`config.mk`:
```
export PLATFORM = sky130hd
export DESIGN_NAME = mem_stream_sched_flat
export DESIGN_NICKNAME = d
export VERILOG_FILES = /design/src/rtl/mem_stream_sched_pkg.sv /design/src/rtl/mem_stream_sched_if.sv /design/src/rtl/mem_stream_sched_find_next.sv /design/src/rtl/mem_stream_sched.sv /design/src/flat_wrapper.sv
export SDC_FILE = /design/constraint.sdc
export NUM_CORES = 1
export LEC_CHECK = 0
export CAP_MARGIN = 15
export CORE_ASPECT_RATIO = 1.5
export CORE_MARGIN = 3
export CORE_UTILIZATION = 57
export CTS_CLUSTER_SIZE = 12
export DETAILED_ROUTE_END_ITERATION = 8
export PLACE_DENSITY = 0.9
export SYNTH_ARGS = -nofsm -noshare
export SYNTH_HDL_FRONTEND = slang
export SYNTH_SLANG_ARGS = --single-unit
```
`constraint.sdc`:
```
create_clock -name clk -period 8.6 [get_ports clk]
set_clock_uncertainty 0.05 [all_clocks]
set_input_delay 0.86 -clock clk [delete_from_list [all_inputs] [get_ports clk]]
set_output_delay 0.86 -clock clk [all_outputs]
set_load 0.03 [all_outputs]
```
`src/rtl/mem_stream_sched_pkg.sv`:
```
// mem_sched_pkg: shared sizes and FSM state type for the readout scheduler
package mem_sched_pkg;
  localparam int NMEM = 24;
  localparam int SEL_W = 5;
  localparam int NENT_W = 6;
  localparam int BX_W = 3;
  typedef enum logic [1:0] {IDLE, ISSUE, DRAIN} state_t;
endpackage

```
`src/rtl/mem_stream_sched_if.sv`:
```
// mem_stream_sched_if: event inputs plus read-side and stream-side outputs of the scheduler
interface mem_stream_sched_if;
  import mem_sched_pkg::*;
  logic start;
  logic [BX_W-1:0] bx_in;
  logic [NMEM*NENT_W-1:0] nent_flat;
  logic [NMEM-1:0] en_mask;
  logic rd_en;
  logic [BX_W+NENT_W-1:0] rd_addr;
  logic [SEL_W-1:0] rd_mem;
  logic [SEL_W-1:0] sel;
  logic out_valid;
  logic out_last;
  logic [BX_W-1:0] out_bx;
  logic busy;
  logic done;
  logic truncated;
  modport master (
    input start, bx_in, nent_flat, en_mask,
    output rd_en, rd_addr, rd_mem, sel, out_valid, out_last, out_bx, busy, done, truncated
  );
  modport slave (
    output start, bx_in, nent_flat, en_mask,
    input rd_en, rd_addr, rd_mem, sel, out_valid, out_last, out_bx, busy, done, truncated
  );
endinterface

```
`src/rtl/mem_stream_sched_find_next.sv`:
```
// mem_sched_find_next: lowest candidate memory above cur (or anywhere when first is set)
module mem_sched_find_next
  import mem_sched_pkg::*;
(
  input  logic [NMEM-1:0]  cand,
  input  logic [SEL_W-1:0] cur,
  input  logic             first,
  output logic             found,
  output logic [SEL_W-1:0] idx
);
  // scan downwards so the lowest qualifying index is the one that sticks
  always_comb begin
    found = 1'b0;
    idx = '0;
    for (int i = NMEM - 1; i >= 0; i--)
      if (cand[i] && (first || i > int'(cur))) begin
        found = 1'b1;
        idx = SEL_W'(i);
      end
  end
endmodule

```
`src/rtl/mem_stream_sched.sv`:
```
// mem_stream_sched: per-BX read walk over enabled memories with latency-aligned mux select and stream tags
module mem_stream_sched
  import mem_sched_pkg::*;
#(
  parameter int MEM_LAT = 1
) (
  input logic clk,
  input logic rst_n,
  mem_stream_sched_if.master s
);
  localparam int D = MEM_LAT + 2;
  state_t state, state_nx;
  logic [BX_W-1:0] bx_q;
  logic [NMEM*NENT_W-1:0] cnt_q;
  logic [NMEM-1:0] mask_q, nz_q, nz_in;
  logic [SEL_W-1:0] cur, nidx, sidx;
  logic [NENT_W-1:0] ent;
  logic nf, sf, last_ent, final_issue, empty_q, drained;
  logic [D-1:0] mk;
  logic [MEM_LAT:0] pv, pl;
  logic [SEL_W-1:0] pm [MEM_LAT];
  logic [BX_W-1:0] pb [MEM_LAT+1];

  // non-empty flags for the latched event and for the event being offered on start
  always_comb begin
    nz_q = '0;
    nz_in = '0;
    for (int i = 0; i < NMEM; i++) begin
      nz_q[i] = |cnt_q[i*NENT_W +: NENT_W];
      nz_in[i] = |s.nent_flat[i*NENT_W +: NENT_W];
    end
  end

  mem_sched_find_next u_next (
    .cand(mask_q & nz_q), .cur(cur), .first(1'b0), .found(nf), .idx(nidx)
  );

  mem_sched_find_next u_first (
    .cand(s.en_mask & nz_in), .cur('0), .first(1'b1), .found(sf), .idx(sidx)
  );

  assign last_ent = ent + NENT_W'(1) == cnt_q[cur*NENT_W +: NENT_W];

  // a start is accepted in every state; otherwise walk, then wait for the final done marker
  always_comb begin
    final_issue = state == ISSUE && last_ent && !nf;
    drained = mk[D-1] && mk[D-2:0] == '0 && !empty_q;
    state_nx = s.start ? (sf ? ISSUE : DRAIN) :
               state == ISSUE ? (final_issue ? DRAIN : ISSUE) :
               state == DRAIN ? (drained ? IDLE : DRAIN) : IDLE;
  end

  // FSM state register
  always_ff @(posedge clk or negedge rst_n)
    if (!rst_n) state <= IDLE;
    else state <= state_nx;

  // event latch and the memory/entry walk
  always_ff @(posedge clk or negedge rst_n) begin
    if (!rst_n) begin
      bx_q <= '0;
      cnt_q <= '0;
      mask_q <= '0;
      cur <= '0;
      ent <= '0;
      empty_q <= 1'b0;
    end else begin
      empty_q <= s.start && !sf;
      if (s.start) begin
        bx_q <= s.bx_in;
        cnt_q <= s.nent_flat;
        mask_q <= s.en_mask;
        cur <= sidx;
        ent <= '0;
      end else if (state == ISSUE) begin
        if (!last_ent) ent <= ent + NENT_W'(1);
        else if (nf) begin
          cur <= nidx;
          ent <= '0;
        end
      end
    end
  end

  // read-latency pipes; select stages only advance on valid so sel holds when idle
  always_ff @(posedge clk or negedge rst_n) begin
    if (!rst_n) begin
      mk <= '0;
      pv <= '0;
      pl <= '0;
      for (int k = 0; k < MEM_LAT; k++) pm[k] <= '0;
      for (int k = 0; k <= MEM_LAT; k++) pb[k] <= '0;
    end else begin
      mk <= {mk[D-2:0], final_issue || empty_q};
      pv <= {pv[MEM_LAT-1:0], s.rd_en};
      pl <= {pl[MEM_LAT-1:0], s.rd_en && (final_issue || s.start)};
      pb[0] <= s.rd_en ? bx_q : '0;
      pm[0] <= s.rd_en ? cur : pm[0];
      for (int k = 1; k <= MEM_LAT; k++) pb[k] <= pb[k-1];
      for (int k = 1; k < MEM_LAT; k++) pm[k] <= pv[k-1] ? pm[k-1] : pm[k];
    end
  end

  assign s.rd_en = state == ISSUE;
  assign s.rd_mem = s.rd_en ? cur : '0;
  assign s.rd_addr = s.rd_en ? {bx_q, ent} : '0;
  assign s.sel = pm[MEM_LAT-1];
  assign s.out_valid = pv[MEM_LAT];
  assign s.out_last = pl[MEM_LAT];
  assign s.out_bx = pb[MEM_LAT];
  assign s.busy = state != IDLE;
  assign s.done = mk[D-1];
  assign s.truncated = s.rd_en && s.start && !final_issue;
endmodule
```
`src/flat_wrapper.sv`:
```
// flat-port wrapper written by rule: the top's interface ports become plain ports
module mem_stream_sched_flat import mem_sched_pkg::*;
#(
  parameter int MEM_LAT = 1
)
  (clk, rst_n, s_start, s_bx_in, s_nent_flat, s_en_mask, s_rd_en, s_rd_addr, s_rd_mem, s_sel, s_out_valid, s_out_last, s_out_bx, s_busy, s_done, s_truncated);
  mem_stream_sched_if s_i ();
  input logic clk;
  input logic rst_n;
  input wire logic [$bits(s_i.start)-1:0] s_start;
  input wire logic [$bits(s_i.bx_in)-1:0] s_bx_in;
  input wire logic [$bits(s_i.nent_flat)-1:0] s_nent_flat;
  input wire logic [$bits(s_i.en_mask)-1:0] s_en_mask;
  output wire logic [$bits(s_i.rd_en)-1:0] s_rd_en;
  output wire logic [$bits(s_i.rd_addr)-1:0] s_rd_addr;
  output wire logic [$bits(s_i.rd_mem)-1:0] s_rd_mem;
  output wire logic [$bits(s_i.sel)-1:0] s_sel;
  output wire logic [$bits(s_i.out_valid)-1:0] s_out_valid;
  output wire logic [$bits(s_i.out_last)-1:0] s_out_last;
  output wire logic [$bits(s_i.out_bx)-1:0] s_out_bx;
  output wire logic [$bits(s_i.busy)-1:0] s_busy;
  output wire logic [$bits(s_i.done)-1:0] s_done;
  output wire logic [$bits(s_i.truncated)-1:0] s_truncated;
  assign s_i.start = s_start;
  assign s_i.bx_in = s_bx_in;
  assign s_i.nent_flat = s_nent_flat;
  assign s_i.en_mask = s_en_mask;
  assign s_rd_en = s_i.rd_en;
  assign s_rd_addr = s_i.rd_addr;
  assign s_rd_mem = s_i.rd_mem;
  assign s_sel = s_i.sel;
  assign s_out_valid = s_i.out_valid;
  assign s_out_last = s_i.out_last;
  assign s_out_bx = s_i.out_bx;
  assign s_busy = s_i.busy;
  assign s_done = s_i.done;
  assign s_truncated = s_i.truncated;
  mem_stream_sched #(.MEM_LAT(MEM_LAT)) u_core (.clk(clk), .rst_n(rst_n), .s(s_i));
endmodule
```
==> results.txt, run 1 <==
Notes on the physical implementation.

- The synthesized-area fraction occupied by adder cells is 0.00119, for reference.
- By instance count after routing, the leading logic cell type is sky130_fd_sc_hd__dfrtp_1.
- Leaving out buffers and inverters, the combinational logic in the layout accounts for 5190 um2.
- Per the detail_route log, met3 wirelength is 1680 um.
- STA lists the maximum fanout along the critical path as 29.
- OpenROAD emitted warnings numbering 28.
- The cell-mix breakdown from Yosys lists the compound-gate area share as 0.117.
- By area the synthesized netlist is led by sky130_fd_sc_hd__dfrtp_1 (48%), sky130_fd_sc_hd__mux2_2 (18%), sky130_fd_sc_hd__mux4_2 (4.3%), sky130_fd_sc_hd__mux2i_1 (3.0%), sky130_fd_sc_hd__or4_1 (2.6%).
- By instance count after routing, the leading logic cell types are sky130_fd_sc_hd__dfrtp_1 (201), sky130_fd_sc_hd__clkdlybuf4s50_1 (199), sky130_fd_sc_hd__mux2_2 (166), sky130_fd_sc_hd__nor2_1 (40), sky130_fd_sc_hd__or4_1 (36).
- Max-slew check failures listed in the final report amount to 0.
- The launch point of the critical path was reported as u_core.cur[0].
- Static timing analysis puts the maximum clock frequency at 177 MHz.
- The total congestion overflow is 0, for reference.
- The number of buffers inserted for hold repair after clock tree synthesis is 0, for reference.
- The number of nets in the synthesized netlist is 1,036.
- The HPWL after detailed placement is approximately 23,000 um.
- The worst setup path is captured at an output port.
- The largest non-sequential cell family by area is multiplexers, for reference.
- Dividing the detail-routed wire length by the instance count gives 23.4 um.
- The leakage power figure is 5.30 nW, for reference.
- The type of the most critical hold path is register to register, for reference.
- The number of buffers inserted during clock tree synthesis is 21, for reference.
- The sort of element at the start of the critical path is a register, for reference.
- The multiplexer share of the synthesized area is 0.256, for reference.
- The final timing report counts setup violations totalling 0.
- The setup total negative slack is 0 ns, for reference.
- The post-detailed-route DRC marker count is 0, for reference.
- In the synthesized netlist the async set-or-reset flop fraction comes to 1.00.
- The layout report gives the register share of total cell area as 0.382.
- The number of antenna diodes in the final layout is 0.
- The count of flip-flops and latches is 202, for reference.
- The cell count in the Yosys report is 861, for reference.
- The final hold slack is 0.297 ns, for reference.
- The worst slew margin relative to its limit is 0.281, for reference.
- In this run the maximum-capacitance check reported violations numbering 0.
- The warning count from the yosys run is 0, for reference.
- The fraction of layout cells with a size suffix above 1 is 0.227, for reference.
- The proportion of synthesized chip area in sequential cells is 0.479, for reference.
- The initial antenna violation count is 0, for reference.
- The cell accounting for the most synthesized area is sky130_fd_sc_hd__dfrtp_1, for reference.
- The clock buffers instantiated in the layout total 25.
- For reference, the most critical setup path is categorized as register to output port.
- The total standard cell area after synthesis is 10,600 um2, for reference.
- Of the available clock period, the critical path in the final layout requires 0.657.
- Of all the cell area in the finished design, the clock network holds 0.0426.
- In this run the critical path is formed by buf_4 > inv_1 > o41ai_1 > o32ai_1 > or4_4 > nor2_2 > nand3_1 > o21ai_1 > nor2_1 > clkdlybuf4s50_1.
- On the worst path, the slowest cell contributes a delay of 0.88 ns.
- The number of instances in the synthesized netlist is about 860, for reference.
- 593 cells are multi-input combinational gates.
- In the per-layer summary, the met1 wirelength comes to about 11,000 um.
- The detailed router used layers up to and including met4.
- 202 I/O pins were placed.
- Counting flops and latches in the post-synthesis netlist gives 202.
- The growth of design area from synthesis to finish is 25.5%, for reference.
- The root buffer cell is sky130_fd_sc_hd__clkbuf_16, for reference.
- The final number of hold-violating endpoints is 0, for reference.
- Setup repair after global routing left no endpoint under its margin.
- The setup fix buffers added after clock tree synthesis is 0, for reference.
- The wire length of the first global-routing pass is 47,500 um, for reference.
- The proportion of cell area occupied by multi-input gates is 0.392, for reference.
- The first routing iteration left 706 violations.
- The post-synthesis simple-gate area fraction is 0.115, for reference.
- The critical path endpoint has a required time of 7.69 ns.
- CTS built an H-tree with a depth of 1.
- The maximum count of clock buffers along a single path is 3, for reference.
- The startpoint identified for the worst register-to-register timing path is u_core.cur[0].
- For the pin with the worst max-slew slack, the measured transition is between 1 and 1.5 ns.
- The start point of the worst hold path is u_core.pb[4], for reference.
- The floorplan-stage core utilization is 0.583, for reference.
- The number of non-clock buffers is between 200 and 250, for reference.
- Across the placement rows, the number of tap cells is 248.
- Counting every sink on the clock net gives ~200.
- In this run, placement finished with an instance count of 1,266.
- In the synthesized netlist the dominant register cell turns out to be sky130_fd_sc_hd__dfrtp_1.
- The power density over cell area is 228 nW/um2, for reference.
- The total area of sequential cells is ~5000 um2, for reference.
- The chip occupies 20,200 um2.
- TritonCTS built the clock tree.
- The number of enable flip-flop cells is 0, for reference.
- After detailed routing, the number of vias per cell comes to 6.39.
- Routability-driven placement finished with a final weighted congestion of approximately 0.9.
- The via count of the first global-routing pass was 8,694.
- The xor and xnor fraction of the mapped netlist area is 0.00332, for reference.
- At the worst endpoint, the arrival time is 4.74 ns.
- The number of inverters outside the clock class in the layout is 18, for reference.
- The tally of buffers added on design ports is 201, for reference.
- Per the detail_route log, met2 wirelength is between 15,000 and 20,000 um.
- In this run, post-CTS repair resized a total of 0 instances.
- The average size of a mapped cell is between 10 and 15 um2, for reference.
- The fraction of final cell area spent on non-clock buffers in this run is 0.155.
- The finished layout holds approximately 1,300 standard cells, fillers aside.
- The run finished with clean final reports.
- The commonest cells after synthesis are sky130_fd_sc_hd__dfrtp_1 (202), sky130_fd_sc_hd__mux2_2 (166), sky130_fd_sc_hd__nor2_1 (40), sky130_fd_sc_hd__or4_1 (36), sky130_fd_sc_hd__mux2i_1 (32).
- The remaining number of nets flagged by the antenna check after routing is 0, for reference.
- The distinct cell type count after synthesis is 81, for reference.
- After clock tree synthesis, the clock-pin slew on the worst setup and hold paths is 0.06 ns.
- Post-synthesis, Yosys gives the total cell area as 10,600 um2.
- The number of buffers and inverters on the critical path is 3, for reference.
- The largest cell class by area is combinational gates.
- The first TritonRoute pass finished after 5 iterations.
- The timing report attributes the biggest portion of critical-path delay to buffers and inverters.
- The clock period minus final worst setup slack is about 5.6 ns, for reference.
- The final layout contains around 1,200 nets.
- Entering global routing, the biggest net connects ~130 pins.
- The area share of the largest cell type after synthesis is 0.479, for reference.
- By instance count, the leading cell after synthesis is sky130_fd_sc_hd__dfrtp_1.
- After filler insertion, the fill cell instance count of the layout stands at 1,202.
- Looking at the critical path, the single cell with the biggest stage delay is sky130_fd_sc_hd__dfrtp_2.
[run 1: metrics by stage]
step	power (W)	cell area, um2	setup WS [ns]	util
after global placement	0.00218	12700	3.58	0.700
after detailed placement	0.00221	12700	3.49	0.700
final	0.00302	13200	2.95	0.732
after CTS	0.00301	13200	2.94	0.732
after floorplan	0.00188	10600	5.09	-
after global routing	0.00314	13200	2.66	0.732
[run 1: final timing paths]
path                                 endpoint  slack, ns  cells after the start
setup reg to reg                u_core.cur[4]       4.49                      8
setup / recovery                  s_truncated       2.95                     10
hold / removal             u_core.s.out_bx[1]       0.30                      0
min in group asynchronous     u_core.s.sel[0]       0.42                      1
max in group asynchronous    u_core.cnt_q[60]       6.48                      2
hold reg to reg            u_core.s.out_bx[1]       0.30                      0
[run 1: routing by layer]
layer / vias to the layer above / GRT usage
met5: - / 0
met4: 0 / 0.126
met3: 97 / 0.0364
met2: 393 / 0.520
met1: 4089 / 0.370
li1: 3683 / -
[run 1: sequential cells by signal, summed over array words and instances (netlist names), 5 cells and up]
name           cells
u_core.cnt_q     144
u_core.s.sel       5
u_core.mask_q     23
u_core.ent         6
u_core.cur         5
[run 1: power breakdown]
group | internal [W] | leakage, nW | switching, W
Clock | 0.000447 | 0.278 | 0.000356
Combinational | 0.000508 | 2.63 | 0.000512
Sequential | 0.00105 | 2.39 | 0.000141
[run 1: worst reg2reg max path: stages, from the launching register on]
cell	delay, ns
sky130_fd_sc_hd__dfrtp_2	0.88
sky130_fd_sc_hd__buf_4	0.54
sky130_fd_sc_hd__mux4_2	0.59
sky130_fd_sc_hd__a211o_1	0.32
sky130_fd_sc_hd__and3b_4	0.19
sky130_fd_sc_hd__nor4b_4	0.43
sky130_fd_sc_hd__nand3_4	0.19
sky130_fd_sc_hd__o31ai_4	0.45
sky130_fd_sc_hd__mux2_4	0.35
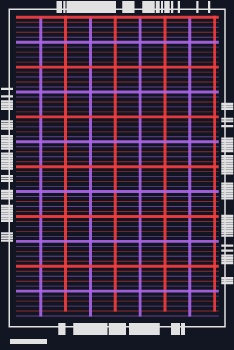
(run_1/floorplan.png)
Bar = 20 um. Pins as bars on the die edge.
Purple shows VSS. Red shows VDD.
The core has 60 rows. 202 signal pins sit on the boundary.
maximum vdd ir drop: 138 uV
Die Width: 117 um
die outline height: 173 um
Core Region: 18,100 um2

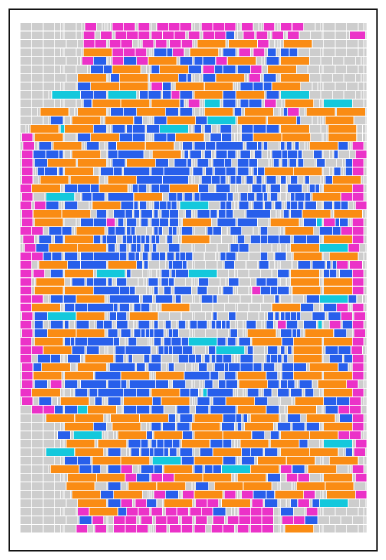
(run_1/class_map.png)
Fill, decap, tap and diode cells in grey.
Blue shows remaining logic cells, cells 611, share of their area 41%. Orange shows registers, cells 202, share of their area 39%. Cyan shows clock drivers and dummy loads, cells 27, share of their area 4.4%. Magenta shows remaining buffers and delay cells, cells 205, share of their area 16%.
Finished Core Util: 0.732
row count: 60
area of all placed cells without fillers: 13,200 um2

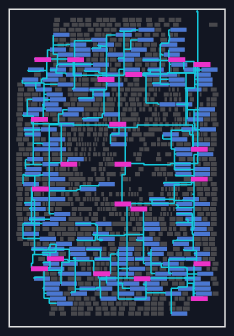
(run_1/clock_wires.png)
Cyan shows clock wires, length 2,470 um. Blue shows flip-flops, count 202. Magenta shows clock-net drivers, count 21.
There are 22 routed clock nets.
clock share of power: 0.266
power consumed by the clock network: 0.000804 W
clock network latency to the later pin of the worst-skew pair: 0.50 ns

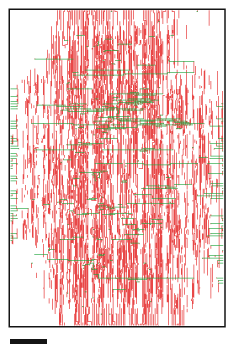
(run_1/layers.png)
Bar = 20 um. Only two layers are drawn.
Red shows M2, wire length 16,000 um. Green shows M3, wire length 1,680 um.
Total GRT Usage: 0.299
routed wire length: 30,300 um
number of vias after detailed routing: 8,262

==> run_1/clock_nets.png <==
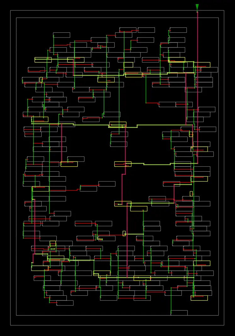

==> run 2, diff against run 1 <==
CORE_UTILIZATION = 53   (was 57)
PLACE_DENSITY = 0.84   (was 0.9)
clock period = 5.9 ns   (was 8.6 ns; I/O delays follow)
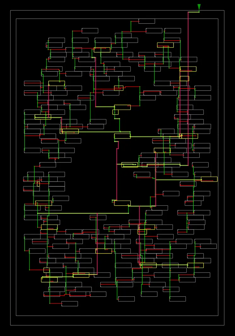
(run_2/clock_nets.png)
number of buffers created by CTS: 21
count of flip-flops and latches: 202
clock sinks: 202

==> run 2 against run 1 <==
  * Global-route usage is 2.3 points lower
  * Combinational power is 42% higher
  * Final cell count is 1.0% higher
  * Utilization is 4.2 points lower
  * Non-clock buffer count is 3 higher
  * Critical path type unchanged
  * Clock-buffer cell count is 2 higher
  * Critical path depth is 1 lower
  * Via count is 0.59% higher
  * Sequential power is about 50% higher
  * Synthesized area stayed put
  * Register-to-register slack worse by 2.6 ns
==> results.txt, run 2 <==
Notes on the physical implementation.

- The worst slew margin relative to its limit is 0.342 (+0.0611).
- The floorplan-stage core utilization is 0.546 (-0.0369), for reference.
- The slew of the pin with the lowest slew margin came to 0.988 ns (-0.0916 ns).
- The clock tree from TritonCTS is yes, for reference.
- The average size of a mapped cell is 12.3 um2 (unchanged), for reference.
- The final clock period utilization by the worst path is 0.894, for reference.
- The number of detailed-route iterations in the first pass is 5 (unchanged), for reference.
- The start of the worst register-to-register path is u_core.cur[0], for reference.
- The detailed placement HPWL is 22,800 um (+0.52%), for reference.
- The diode insertion count for antenna repair was 0 (unchanged).
- The number of buffers and inverters on the critical path is 2 (-1), for reference.
- The remaining number of nets flagged by the antenna check after routing was 0 (unchanged).
- The all-layer global routing usage is 0.276 (-0.0234), for reference.
- The total congestion overflow came to 0 (unchanged).
- The xor and xnor fraction of the mapped netlist area is 0.00332 (unchanged), for reference.
- The worst setup path is launched from a register.
- The signal on the critical path passes through buf_4 > mux4_2 > a211o_1 > and3b_4 > nor4b_4 > nand3_4 > o21ai_1 > nor2_1 > clkdlybuf4s50_1.
- The fraction of met1 tracks used by global routing is 0.328 (-0.0423), for reference.
- The critical setup path kind is register to output port, for reference.
- The library cell contributing the largest single delay on the critical path is sky130_fd_sc_hd__dfrtp_2, for reference.
- The cell depth of the worst flop-to-flop path is 8 (unchanged), for reference.
- The worst setup path is captured at an output port.
- The proportion of synthesized chip area in sequential cells is 0.479 (unchanged), for reference.
- The initial antenna violation count is 0 (unchanged), for reference.
- The distinct cell type count after synthesis was 81 (unchanged).
- The die span in y is 179 um (+3.6%), for reference.
- The synthesis run identifies the leading combinational cell family as multiplexers.
- The global routing's busiest layer is met2, for reference.
- The top cell type by instance count after synthesis is sky130_fd_sc_hd__dfrtp_1, for reference.
- The longest individual stage delay on the worst path is 1.00 ns (+0.12 ns), for reference.
- The flow measured a signed area growth from synthesis to layout of 26.3%.
- The via count of the first global-routing pass came to 8,722 (+0.32%).
- The number of instances in the synthesized netlist is 861 (unchanged), for reference.
- The register bit count reported by yosys was 202 (unchanged).
- The clock input transition at the sequential cells of the worst setup and hold paths is 0.06 ns (about the same).
- Per the cell usage report, the commonest logic cells after layout are sky130_fd_sc_hd__dfrtp_1 (201), sky130_fd_sc_hd__clkdlybuf4s50_1 (199), sky130_fd_sc_hd__mux2_2 (166), sky130_fd_sc_hd__nor2_1 (40), sky130_fd_sc_hd__or4_1 (36).
- The warning count from the yosys run is 0 (unchanged), for reference.
- The flip-flop count of the largest register after layout came to 144 (unchanged).
- The wire length of the first global-routing pass is 46,700 um (-1.6%), for reference.
- The number of cells upsized or downsized after cts is 0 (unchanged), for reference.
- The number of filler instances in the final layout is 1,369 (+14%), for reference.
- Checking hold timing, the worst path is listed with class input pin to async pin.
- For reference, the top cells by area after synthesis are sky130_fd_sc_hd__dfrtp_1 (48%), sky130_fd_sc_hd__mux2_2 (18%), sky130_fd_sc_hd__mux4_2 (4.3%), sky130_fd_sc_hd__mux2i_1 (3.0%), sky130_fd_sc_hd__or4_1 (2.6%).
- The data arrival at the endpoint of the critical path is 4.63 ns (-0.11 ns), for reference.
- The overall routed net length is 30,000 um (-0.81%).
- The multiplexer share of the synthesized area was 0.256 (unchanged).
- The routed length per instance is 23.0 um (-1.8%), for reference.
- The post-synthesis simple-gate area fraction was 0.115 (unchanged).
- The final setup violation count is 0 (unchanged), for reference.
- The peak supply drop is 251 uV (+83%), for reference.
- The largest fanout on the critical path is 37 (+28%), for reference.
- The number of vias per cell is 6.36 (-0.41%).
- The area reported by Yosys stat was 10,600 um2 (unchanged).
- The number of H-tree branching levels is 1 (unchanged), for reference.
- The required time of the worst setup path is 5.26 ns (-2.43 ns).
- The length of routed met3 wiring is 2000 um (+18%), for reference.
- The tally of buffers added on design ports is 201 (unchanged), for reference.
- The max capacitance violation total came to 0 (unchanged).
- By count the netlist is led by sky130_fd_sc_hd__dfrtp_1 (202), sky130_fd_sc_hd__mux2_2 (166), sky130_fd_sc_hd__nor2_1 (40), sky130_fd_sc_hd__or4_1 (36), sky130_fd_sc_hd__mux2i_1 (32).
- The run finished with clean final reports.
- The met2 usage in global routing is 0.485 (-0.0349), for reference.
- The total standard cell area after synthesis is 10,600 um2 (unchanged), for reference.
- The met3 demand-to-capacity share in global routing was 0.0388 (+0.00241).
- The top-level I/O count came to 202 (unchanged).
- Per the timing report, the achievable frequency comes out to 190 MHz.
- The number of enable flip-flop cells is 0 (unchanged), for reference.
- The total nets after synthesis is 1,036 (unchanged), for reference.
- The compound-cell area share of the yosys netlist was 0.117 (unchanged).
- The maximum count of clock buffers along a single path is 3 (unchanged), for reference.
- The largest registers in the layout are u_core.cnt_q (144), u_core.mask_q (23), u_core.ent (6).
- The fraction of layout cells with a size suffix above 1 came to 0.230 (+0.00368).
- The insertion delay to the later sink of the worst-skew pair is 0.50 ns (about the same), for reference.
- More flip-flops sit in one register than any other, and that register is u_core.cnt_q.
- The synthesized-area fraction occupied by adder cells is 0.00119 (unchanged), for reference.
- The flop-to-flop setup slack came to 1.87 ns (-2.62 ns).
- The met1 wire length came to 10,800 um (-3.6%).
- The number of buffers inserted for hold repair after clock tree synthesis is 0 (unchanged), for reference.
- The final hold slack was 0.116 ns (-0.182 ns).
- For the finished layout, the period the worst path requires is 5.27 ns.
- The post-detailed-route DRC marker count came to 0 (unchanged).
- The share of synthesized registers carrying an async set or reset was 1.00 (unchanged).
- The power density over cell area is 332 nW/um2 (+46%), for reference.
- The final number of hold-violating endpoints is 0 (unchanged).
- The row count is 62 (+3.3%), for reference.
- The net count of the finished layout is 1,219 (+0.25%), for reference.
-- run 2: cell count changes in the layout (fill, tap and decap cells not counted) --
cell                       before  now
sky130_fd_sc_hd__clkbuf_8       2    4
sky130_fd_sc_hd__buf_4          4    6
sky130_fd_sc_hd__clkinv_2       1    0
sky130_fd_sc_hd__buf_16         0    1
sky130_fd_sc_hd__clkinv_4       0    1
-- run 2: cell type report --
| cell class | count | area (um2) | share of cell area |
|---|---|---|---|
| timing repair buffer | 208 | 2090 | 0.157 |
| tap | 256 | 320 | 0.0240 |
| clock inverter | 2 | 17.5 | 0.00131 |
| sequential | 202 | 5060 | 0.380 |
| inverter | 18 | 67.6 | 0.00507 |
| clock buffer | 27 | 578 | 0.0434 |
| multi-input combinational | 593 | 5190 | 0.390 |
-- run 2: power by group --
group	internal, W	total [W]	leakage (nW)	switching [W]
clock	0.000680	0.00120	0.293	0.000515
combinational	0.000747	0.00145	2.66	0.000700
sequential	0.00154	0.00178	2.39	0.000245
total	0.00296	0.00442	5.34	0.00146
-- run 2: metrics by stage --
stage           util  instance area, um2  total power [W]  cells  setup WS, ns
3_3_place_gp   0.657               12700          0.00318   1276          1.25
3_5_place_dp   0.657               12700          0.00322   1276          1.17
5_1_grt        0.690               13300          0.00461   1306         0.397
6_report       0.690               13300          0.00442   1306         0.626
2_1_floorplan      -               10600          0.00275    861          2.66
4_1_cts        0.688               13300          0.00442   1305         0.659
-- run 2: worst max path at each step --
stage,slack [ns],cells after the start,to,from
2_1_floorplan,2.66,10,s_truncated,u_core.cur[0]
3_5_place_dp,1.17,9,s_truncated,u_core.cur[0]
4_1_cts,0.66,9,s_truncated,u_core.cur[0]
5_1_grt,0.40,9,s_truncated,u_core.cur[0]
6_report,0.63,9,s_truncated,u_core.cur[0]
3_3_place_gp,1.25,9,s_truncated,u_core.cur[0]
Power is estimated from default activity; no workload was simulated.
